`src/rtl/addsub_pkg.sv`:
```
// addsub_pkg: shared definitions for the pipelined adder/subtractor.
// Mode encoding, result flag bundle and pipeline depth helper.
package addsub_pkg;

  localparam logic ADD = 1'b0;
  localparam logic SUB = 1'b1;

  typedef struct packed {
    logic carry;
    logic overflow;
    logic zero;
  } flags_t;

  // One pipeline stage per segment, never fewer than one stage.
  function automatic int calc_stages(input int width, input int seg);
    int n;
    n = width / seg;
    if (n < 1) n = 1;
    return n;
  endfunction

endpackage

```
`src/rtl/addsub_pipe_if.sv`:
```
// addsub_pipe_if: operand/result handshake bundle for addsub_pipe.
// slave is the adder's view, master is the producer/consumer view.
interface addsub_pipe_if #(
  parameter int WIDTH = 8
);

  logic             i_valid;
  logic             o_ready;
  logic [WIDTH-1:0] i_a;
  logic [WIDTH-1:0] i_b;
  logic             i_mode;
  logic             o_valid;
  logic             i_ready;
  logic [WIDTH-1:0] o_result;
  logic             o_carry;
  logic             o_overflow;
  logic             o_zero;

  modport slave (
    input  i_valid, i_a, i_b, i_mode, i_ready,
    output o_ready, o_valid, o_result, o_carry, o_overflow, o_zero
  );

  modport master (
    output i_valid, i_a, i_b, i_mode, i_ready,
    input  o_ready, o_valid, o_result, o_carry, o_overflow, o_zero
  );

endinterface

```
`src/rtl/addsub_seg.sv`:
```
// addsub_seg: combinational SEG-bit ripple adder built from FullAdder cells.
// The operand b_eff arrives already inverted for subtraction.
module FullAdder (
  input  logic a,
  input  logic b,
  input  logic cin,
  output logic sum,
  output logic cout
);

  assign sum  = a ^ b ^ cin;
  assign cout = (a & b) | (cin & (a ^ b));

endmodule

module addsub_seg #(
  parameter int SEG = 4
) (
  input  logic [SEG-1:0] a,
  input  logic [SEG-1:0] b_eff,
  input  logic           cin,
  output logic [SEG-1:0] sum,
  output logic           cout
);

  logic [SEG:0] carry;

  assign carry[0] = cin;
  assign cout     = carry[SEG];

  for (genvar i = 0; i < SEG; i++) begin : g_bit
    FullAdder u_fa (
      .a   (a[i]),
      .b   (b_eff[i]),
      .cin (carry[i]),
      .sum (sum[i]),
      .cout(carry[i+1])
    );
  end

endmodule

```
`src/rtl/addsub_pipe.sv`:
```
// addsub_pipe: skewed-pipeline N-bit adder/subtractor, one stage per SEG-bit
// segment, valid/ready on both sides. Flags are formed in the last stage.
// Optional build macro ADDSUB_PIPE_SATURATE_EN clamps the result on signed
// overflow; otherwise the result wraps modulo 2^WIDTH.
module addsub_pipe
  import addsub_pkg::*;
#(
  parameter int WIDTH = 8,
  parameter int SEG   = 4
) (
  input  logic            i_clk,
  input  logic            i_rst_n,
  addsub_pipe_if.slave    bus
);

  localparam int STAGES = calc_stages(WIDTH, SEG);

  // Beat payload: operands ride along until their segment is consumed, and
  // finished result segments accumulate in sum as the beat moves down.
  typedef struct packed {
    logic [WIDTH-1:0] a;
    logic [WIDTH-1:0] b;
    logic [WIDTH-1:0] sum;
    logic             cy;
    logic             mode;
  } beat_t;

  beat_t             stg_in  [STAGES];
  beat_t             stg_nxt [STAGES];
  beat_t             stg_q   [STAGES];
  logic [SEG-1:0]    seg_sum [STAGES];
  logic [STAGES-1:0] seg_cout;
  logic [STAGES-1:0] valid_in;
  logic [STAGES-1:0] valid_q;
  logic [STAGES-1:0] load;
  logic              all_full;
  logic              ready_en;
  logic              fire;
  logic [WIDTH-1:0]  res_nxt;
  logic [WIDTH-1:0]  res_q;
  flags_t            flg_nxt;
  flags_t            flg_q;
  logic              sign_a;
  logic              sign_b;
  logic              sign_r;

  assign fire           = bus.i_valid & bus.o_ready;
  assign bus.o_ready    = ready_en & load[0];
  assign bus.o_valid    = valid_q[STAGES-1];
  assign bus.o_result   = res_q;
  assign bus.o_carry    = flg_q.carry;
  assign bus.o_overflow = flg_q.overflow;
  assign bus.o_zero     = flg_q.zero;

  // A stage may load when it or any stage below it is empty, or the result is taken.
  always_comb begin
    all_full = 1'b1;
    load     = '0;
    for (int k = STAGES - 1; k >= 0; k--) begin
      all_full = all_full & valid_q[k];
      load[k]  = bus.i_ready | ~all_full;
    end
  end

  // Stage inputs: stage 0 takes the port operands with B conditioned for subtract.
  always_comb begin
    for (int k = 0; k < STAGES; k++) stg_in[k] = '0;
    valid_in       = '0;
    stg_in[0].a    = bus.i_a;
    stg_in[0].b    = (bus.i_mode == SUB) ? ~bus.i_b : bus.i_b;
    stg_in[0].cy   = bus.i_mode;
    stg_in[0].mode = bus.i_mode;
    valid_in[0]    = fire;
    for (int k = 1; k < STAGES; k++) begin
      stg_in[k]   = stg_q[k-1];
      valid_in[k] = valid_q[k-1];
    end
  end

  for (genvar k = 0; k < STAGES; k++) begin : g_stage
    addsub_seg #(.SEG(SEG)) u_seg (
      .a    (stg_in[k].a[k*SEG +: SEG]),
      .b_eff(stg_in[k].b[k*SEG +: SEG]),
      .cin  (stg_in[k].cy),
      .sum  (seg_sum[k]),
      .cout (seg_cout[k])
    );
  end

  // Merge each stage's segment sum and carry into the travelling beat.
  always_comb begin
    for (int k = 0; k < STAGES; k++) begin
      stg_nxt[k]                   = stg_in[k];
      stg_nxt[k].sum[k*SEG +: SEG] = seg_sum[k];
      stg_nxt[k].cy                = seg_cout[k];
    end
  end

  // Final stage: derive borrow/carry, signed overflow, optional clamp and zero.
  always_comb begin
    sign_a           = stg_in[STAGES-1].a[WIDTH-1];
    sign_b           = stg_in[STAGES-1].b[WIDTH-1];
    res_nxt          = stg_nxt[STAGES-1].sum;
    sign_r           = res_nxt[WIDTH-1];
    flg_nxt          = '0;
    flg_nxt.overflow = (sign_a == sign_b) && (sign_r != sign_a);
    flg_nxt.carry    = stg_nxt[STAGES-1].cy ^ stg_in[STAGES-1].mode;
`ifdef ADDSUB_PIPE_SATURATE_EN
    if (flg_nxt.overflow) begin
      res_nxt = sign_a ? {1'b1, {(WIDTH-1){1'b0}}} : {1'b0, {(WIDTH-1){1'b1}}};
    end
`else
    res_nxt = stg_nxt[STAGES-1].sum;
`endif
    flg_nxt.zero = (res_nxt == '0);
  end

  // Pipeline registers: valid bits advance on load, payload only with a real beat.
  always_ff @(posedge i_clk or negedge i_rst_n) begin
    if (!i_rst_n) begin
      ready_en <= 1'b0;
      valid_q  <= '0;
      for (int k = 0; k < STAGES; k++) stg_q[k] <= '0;
      res_q    <= '0;
      flg_q    <= '0;
    end else begin
      ready_en <= 1'b1;
      for (int k = 0; k < STAGES; k++) begin
        if (load[k]) valid_q[k] <= valid_in[k];
      end
      for (int k = 0; k < STAGES - 1; k++) begin
        if (load[k] && valid_in[k]) stg_q[k] <= stg_nxt[k];
      end
      if (load[STAGES-1] && valid_in[STAGES-1]) begin
        res_q <= res_nxt;
        flg_q <= flg_nxt;
      end
    end
  end

endmodule

```
`src/flat_wrapper.sv`:
```
// flat-port wrapper written by rule: the top's interface ports become plain ports
module addsub_pipe_flat import addsub_pkg::*;
#(
  parameter int WIDTH = 8,
  parameter int SEG   = 4
)
  (i_clk, i_rst_n, bus_i_valid, bus_i_a, bus_i_b, bus_i_mode, bus_i_ready, bus_o_ready, bus_o_valid, bus_o_result, bus_o_carry, bus_o_overflow, bus_o_zero);
  addsub_pipe_if #(.WIDTH(WIDTH)) bus_i ();
  input  logic i_clk;
  input  logic i_rst_n;
  input wire logic [$bits(bus_i.i_valid)-1:0] bus_i_valid;
  input wire logic [$bits(bus_i.i_a)-1:0] bus_i_a;
  input wire logic [$bits(bus_i.i_b)-1:0] bus_i_b;
  input wire logic [$bits(bus_i.i_mode)-1:0] bus_i_mode;
  input wire logic [$bits(bus_i.i_ready)-1:0] bus_i_ready;
  output wire logic [$bits(bus_i.o_ready)-1:0] bus_o_ready;
  output wire logic [$bits(bus_i.o_valid)-1:0] bus_o_valid;
  output wire logic [$bits(bus_i.o_result)-1:0] bus_o_result;
  output wire logic [$bits(bus_i.o_carry)-1:0] bus_o_carry;
  output wire logic [$bits(bus_i.o_overflow)-1:0] bus_o_overflow;
  output wire logic [$bits(bus_i.o_zero)-1:0] bus_o_zero;
  assign bus_i.i_valid = bus_i_valid;
  assign bus_i.i_a = bus_i_a;
  assign bus_i.i_b = bus_i_b;
  assign bus_i.i_mode = bus_i_mode;
  assign bus_i.i_ready = bus_i_ready;
  assign bus_o_ready = bus_i.o_ready;
  assign bus_o_valid = bus_i.o_valid;
  assign bus_o_result = bus_i.o_result;
  assign bus_o_carry = bus_i.o_carry;
  assign bus_o_overflow = bus_i.o_overflow;
  assign bus_o_zero = bus_i.o_zero;
  addsub_pipe #(.WIDTH(WIDTH), .SEG(SEG)) u_core (.i_clk(i_clk), .i_rst_n(i_rst_n), .bus(bus_i));
endmodule
```
`config.mk`:
```
export PLATFORM = sky130hd
export DESIGN_NAME = addsub_pipe_flat
export DESIGN_NICKNAME = d
export VERILOG_FILES = /design/src/rtl/addsub_pkg.sv /design/src/rtl/addsub_pipe_if.sv /design/src/rtl/addsub_seg.sv /design/src/rtl/addsub_pipe.sv /design/src/flat_wrapper.sv
export SDC_FILE = /design/constraint.sdc
export NUM_CORES = 1
export LEC_CHECK = 0
export CAP_MARGIN = 30
export CORE_ASPECT_RATIO = 2
export CORE_MARGIN = 2
export CORE_UTILIZATION = 50
export CTS_CLUSTER_SIZE = 20
export DETAILED_ROUTE_END_ITERATION = 6
export PLACE_DENSITY = 0.8
export SYNTH_ARGS = -nofsm -noshare
export SYNTH_HDL_FRONTEND = slang
export SYNTH_SLANG_ARGS = --single-unit
```
`constraint.sdc`:
```
create_clock -name i_clk -period 5.9 [get_ports i_clk]
set_input_delay 0.59 -clock i_clk [delete_from_list [all_inputs] [get_ports i_clk]]
set_output_delay 0.59 -clock i_clk [all_outputs]
set_load 0.05 [all_outputs]
```
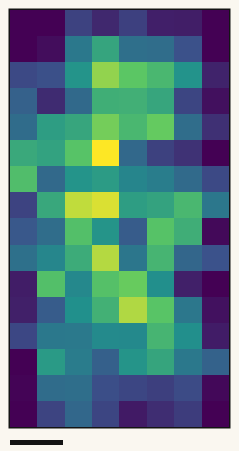
run_1/route_heat.png
Scale bar: 10 um. 8 x 16 tiles, from dark purple (low) to yellow (high), scaled to the fullest tile. Values are wire area over tile area, all layers added.
- mean over tiles: 0.11
- tiles over half the peak: 34%
- nearly empty tiles: 8.6%
- densest ninth of the die: center
- fullest tile: 0.28
final wirelength: 2.256 mm
detailed-route via count: 856
gr usage total: 0.1599
post-DR wirelength/cell: 13.59 um

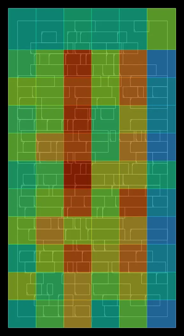
run_1/congestion_map.png
global routing's busiest layer: met2
grt met1 use: 0.1843
Final Util: 0.6594

==> out/qor.yml, run 1 <==
wire_length_of_the_first_global_routing_pass_mm: 4.133
crit_slowest_cell: "clkdlybuf4s50_1"
power.leakage_nw: 0.8276
fin_worst_hold_slack_ps: 515.9
global_route.usage.met2: 0.2875
grt_start_max_net_pins: 29
synthesis.area_mm2: 0.001416
yosysTopAreaCell: "dfrtp_1"
worst_r2r_path_depth: 10
initCoreUtil: 0.5176
yosysCellCount: 103
floorplan.rows: 27
power_per_cell_area_mw_per_mm2: 416.1
share_of_post_route_cells_with_drive_strength_above_1: 0.1752
fin_ws_ps: 3035
fmax_ghz: 0.3491
buffers_plus_inverters_on_the_worst_setup_path: 2
core_area_mm2: 0.002736
cp_max_fo: 9
cts-hold-fix-buffers: 0
antenna_left: 0
routed-wl-met3_um: 65
relSlewSlack: 0.6563
layout.area.comb_um2: 621.8
post-dp-hpwl_mm: 1.792
yosysTopAreaCellShare: 0.4947
required_ps: 6060
timing.critical_path.slowest_cell_delay_ps: 740
result_of_the_run: "complete, no violations"
timing.critical_path.arrival_ps: 3030
vias_per_cell: 5.157
start_kind: "input port"
timing.setup.tns_ps: 0
reg2reg_capture_point: "u_core.bus.o_zero$_DFFE_PN0P_"
hold_depth: 1
flow.area_growth_from_synthesis_pct: 27.39
seq_area_um2: 700.7
finalMaxSlewViolations: 0
postPlaceCellArea_mm2: 0.001749
cts_max_path_buffers: 2
n_fill_cell: 207
post_cts_resize_count: 0
fp_nets: 132
grt_antenna_before_repair: 0
clockRootBuffer: "clkbuf_8"
crit_path_cell_trace: "clkdlybuf4s50_1, xnor2_1, fa_1, fa_1, inv_1, fa_1, mux2_2"
drtIter0Drc: 10
die_width_um: 41.64
cts.htree.levels: 1
yosysSeqAreaShare: 0.4947
grt_setup_unrepaired: "false"
highest_layer: "met4"
worst_setup_path_end_kind: "flop"
ys_seq_elements: 28
tool_warnings: 27
first_global_vias: 960
synthTopCellsByArea: "dfrtp_1 (49%), fa_1 (9.9%), mux2_2 (9.5%), mux2_4 (6.4%), mux2i_1 (4.9%)"
syn_avg_cell_area_um2: 13.75
hold_path_class: "flop to flop"
timing.critical_path.mode_cell: "fa_1"
cts-buffers-inserted: 3
num_antenna_cells: 0
crit_type: "input port to flop"
globalRouteOverflowTotal: 0
tritoncts: "built"
slew_of_the_pin_with_the_lowest_slew_margin_ps: 514.4
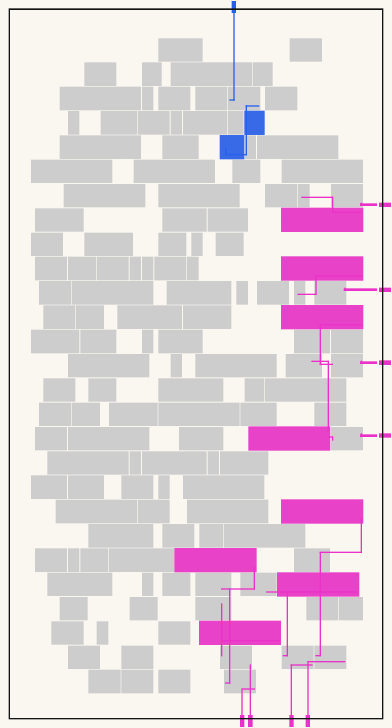
run_1/port_trees.png
- magenta: bus_o_result (direction output; end cells 8; wire 143 um)
- blue: bus_i_ready (direction input; end cells 2; wire 20.1 um)
top-level port count: 34
number of buffers inserted by port buffering: 33

-- run 1: cell type report --
cell class / count / share of cell area
timing repair buffer: 34 / 0.1872
multi-input combinational: 57 / 0.3447
sequential: 28 / 0.3883
tap: 29 / 0.02011
clock buffer: 4 / 0.03051
inverter: 14 / 0.02913
-- run 1: power breakdown --
part	switching, mW	internal, mW	total [mW]
registers	0.0347	0.249	0.284
clock network	0.0551	0.0597	0.115
logic	0.204	0.148	0.352
total	0.294	0.457	0.751
-- run 1: cell usage after synthesis --
cell type and n:
nand3b_1 1, buf_2 2, and2_1 1, inv_1 14, ha_1 1, buf_6 1, nand2_1 4, buf_12 1
xnor2_1 6, fa_1 7, mux2_2 12, xor2_1 4, o2bb2ai_1 1, mux2_4 6, or4_1 1, nor2b_4 1
dfrtp_1 28, mux2i_1 7, conb_1 1, nor4_1 1, nand2b_1 2, nand3_1 1
-- run 1: placed cells by master, fill, tap and decap left out, drive strengths merged, types with 2 or more instances in the layout --
master         synthesis  routed
clkdlybuf4s50          0      33
dfrtp                 28      28
mux2                  18      18
inv                   14      14
mux2i                  7       7
fa                     7       7
xnor2                  6       6
xor2                   4       4
nand2                  4       4
clkbuf                 0       4
nand2b                 2       2
-- run 1: cell families after synthesis --
kind of cell    count (synthesis)  share of synthesized area
flops                          28                     0.4947
mux                            25                     0.2085
buf+inv                        18                    0.06625
simple gates                   12                    0.05212
xor+xnor                       10                    0.06183
fa+ha+maj                       8                     0.1078
other cells                     1                   0.002648
compound gates                  1                   0.006185
-- run 1: sequential cells by signal, summed over array words and instances (netlist names) --
signal	flops
u_core.bus.o_carry	1
u_core.bus.o_overflow	1
u_core.bus.o_result	8
u_core.bus.o_zero	1
u_core.ready_en	1
u_core.res_nxt	4
u_core.sign_a	1
u_core.sign_b	1
u_core.stg_in	8
u_core.valid_q	2
==> run 2, diff against run 1 <==
- CORE_UTILIZATION: 50 -> 44
- PLACE_DENSITY: 0.8 -> 0.75
- clock period: 5.9 -> 2.4 ns (I/O delays scaled with it)
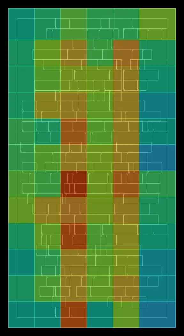
run_2/congestion_map.png
grt met1 use: 0.1709
routing usage on met3: 0.02796
gr usage total: 0.1472

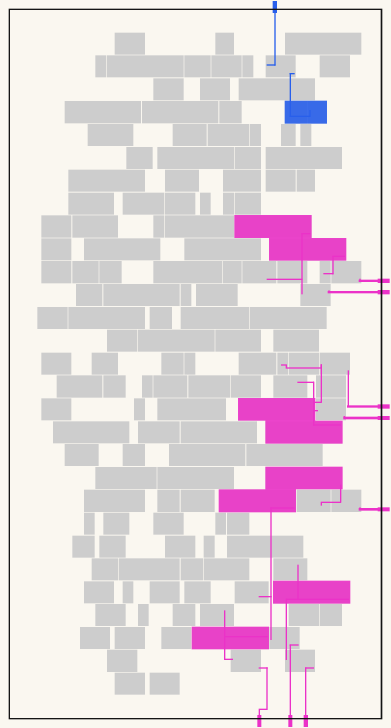
run_2/port_trees.png
- blue: bus_i_ready (direction input; end cells 2; wire 15.8 um)
- magenta: bus_o_result (direction output; end cells 8; wire 138 um)

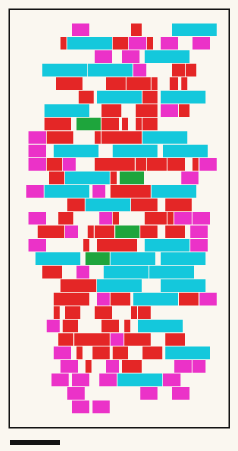
run_2/class_map.png
Scale bar: 10 um.
- red: remaining logic cells (cells 71; share of their area 38%)
- cyan: sequential cells (cells 28; share of their area 38%)
- green: clock drivers and dummy loads (cells 4; share of their area 3.0%)
- magenta: remaining buffers and delay cells (cells 43; share of their area 22%)

==> out/qor.yml, run 2 <==
clkCellAreaFrac: 0.02906
area_share_of_and_or_or_and_cells_after_synthesis: 0.006184
vias: 858
grt_antenna_before_repair: 0
yosysCellCount: 103
share_of_post_route_cells_with_drive_strength_above_1: 0.3082
violations: "setup timing"
slew_of_the_pin_with_the_lowest_slew_margin_ps: 512.6
fin_worst_hold_slack_ps: 331.9
clockRootBuffer: "clkbuf_8"
cts_max_path_buffers: 2
ys_dominant_reg_cell: "dfrtp_1"
result_of_the_run: "complete, but fails checks"
flow.area_growth_from_synthesis_pct: 33.75
comb_share: 0.3402
crit_path_cell_trace: "inv_2, fa_2, inv_2, fa_2, fa_2, inv_2, fa_2, nand2_2, nor4_2, mux2_4"
ys_seq_elements: 28
postLayoutCoreUtil: 0.6071
fin_ws_ps: -12.16
top_logic_kind: "multiplexers"
final_wirelength_mm: 2.338
largest_cell_class: "registers"
signal_buffers: 43
mux_area_frac: 0.2085
flops: 28
n_fill_cell: 268
antenna_left: 0
drtIter0Drc: 10
routed_wire_length_per_instance_um: 13.21
synth_top_cell_by_count: "dfrtp_1"
crit_slowest_cell: "fa_2"
buffers_plus_inverters_on_the_worst_setup_path: 3
timing.critical_path.arrival_ps: 2570
n_clock_buffer: 4
core_area_mm2: 0.003120
final_cells: 177
finalMaxSlewViolations: 0
crit_type: "flop to flop"
synthesis.area_mm2: 0.001416
timing.setup.tns_ps: -12.16
synth-simple-area-share: 0.05212
netlist-cell-type-count: 22
cts-hold-fix-buffers: 0
relSlewSlack: 0.6572
number_of_iterations_in_the_first_detailed_routing_pass: 4
vdd_drop_max_v: 0.0005209
mostFrequentLayoutCells: "clkdlybuf4s50_1 (32), dfrtp_1 (28), mux2_2 (11), buf_4 (11), inv_1 (9)"
grt_start_max_net_pins: 29
yosysSeqAreaShare: 0.4947
die_width_um: 44.12
postPlaceCellArea_mm2: 0.001797
yosysTopAreaCell: "dfrtp_1"
post-dp-hpwl_mm: 1.852
yosysTopAreaCellShare: 0.4947
tap_cells: 31
synth-edff-count: 0
hold_path_class: "input port to asynchronous set/reset pin"
initCoreUtil: 0.4539
num_antenna_cells: 0
tool_warnings: 28
yosys-top-cells-count: "dfrtp_1 (28), inv_1 (14), mux2_2 (12)"
syn_avg_cell_area_um2: 13.75
fa_ha_area_frac: 0.1078
timing.critical_path.mode_cell: "fa_2"
seqAreaFraction: 0.3699
worst_setup_path_end_kind: "flop"
first_global_vias: 900
layout.area.comb_um2: 644.4
fp_nets: 132
floorplan.rows: 29
globalRouteOverflowTotal: 0
synthTopCellsByArea: "dfrtp_1 (49%), fa_1 (9.9%), mux2_2 (9.5%), mux2_4 (6.4%), mux2i_1 (4.9%)"
report.final.setup_viol: 1
signal_buffer_area_fraction: 0.2127
cts-buffers-inserted: 3
cts.htree.levels: 1
reg2reg_capture_point: "u_core.bus.o_zero$_DFFE_PN0P_"
io_buffers: 33
synthXorXnorAreaFrac: 0.06184
multi_input_comb_cells: 57
top_level_port_count: 34
cp_max_fo: 3
final.signal_inverter_count: 14
worst_r2r_path_depth: 10
vias_per_cell: 4.847
power.leakage_nw: 0.8667
grt_setup_unrepaired: "true"
seq_area_um2: 700.7
tritoncts: "built"
required_ps: 2560
==> run 2: cell counts after synthesis <==
Identical to the previous run, type by type.
==> run 2: logic make-up (layout without fill, tap and decap cells) <==
group / count (synthesis) / after routing
flops: 28 / 28
mux: 25 / 25
buf+inv: 18 / 61
simple gates: 12 / 12
xor+xnor: 10 / 10
fa+ha+maj: 8 / 8
other cells: 1 / 1
compound gates: 1 / 1
==> run 2: what timing repair did <==
item	CTS	global route
buffers inserted	2	1
setup endpoints to repair	2	2
pin swaps	5	2
resized	7	4
endpoints found under the hold margin	0	0
==> run 2: how the worst max path moves through the flow <==
stage | from | to | slack (ps)
after floorplan | u_core.stg_in[1]$_DFFE_PN0P_ | u_core.bus.o_zero$_DFFE_PN0P_ | 30
after global placement | bus_i_mode | u_core.res_nxt[3]$_DFFE_PN0P_ | -150
after detailed placement | bus_i_mode | u_core.res_nxt[3]$_DFFE_PN0P_ | -220
after CTS | u_core.stg_in[22]$_DFFE_PN0P_ | u_core.bus.o_zero$_DFFE_PN0P_ | 0.9
after global routing | u_core.stg_in[1]$_DFFE_PN0P_ | u_core.bus.o_zero$_DFFE_PN0P_ | -90
final | u_core.stg_in[1]$_DFFE_PN0P_ | u_core.bus.o_zero$_DFFE_PN0P_ | -10
==> run 2: report_power, final <==
group	switching, mW	total, mW	internal, mW
logic	0.518	0.923	0.405
registers	0.0839	0.697	0.613
clock network	0.139	0.286	0.147
==> run 2: routing by layer <==
metal,vias up,GRT usage,part of all wire
met5,-,0,0
met3,5,0.02796,0.036
met4,0,0.08264,0.027
met2,20,0.2433,0.57
li1,413,-,-
met1,420,0.1709,0.37
==> run 2: worst register-to-register path: cells and delay by family, from the launching register on <==
kind	cells	cell delay, ps
adders and majority gates	4	1350
DFF	1	410
muxes	1	260
buffers and inverters	3	170
and+or+nand+nor	2	120
No activity file was given, so power comes from the tool's default toggle rates.
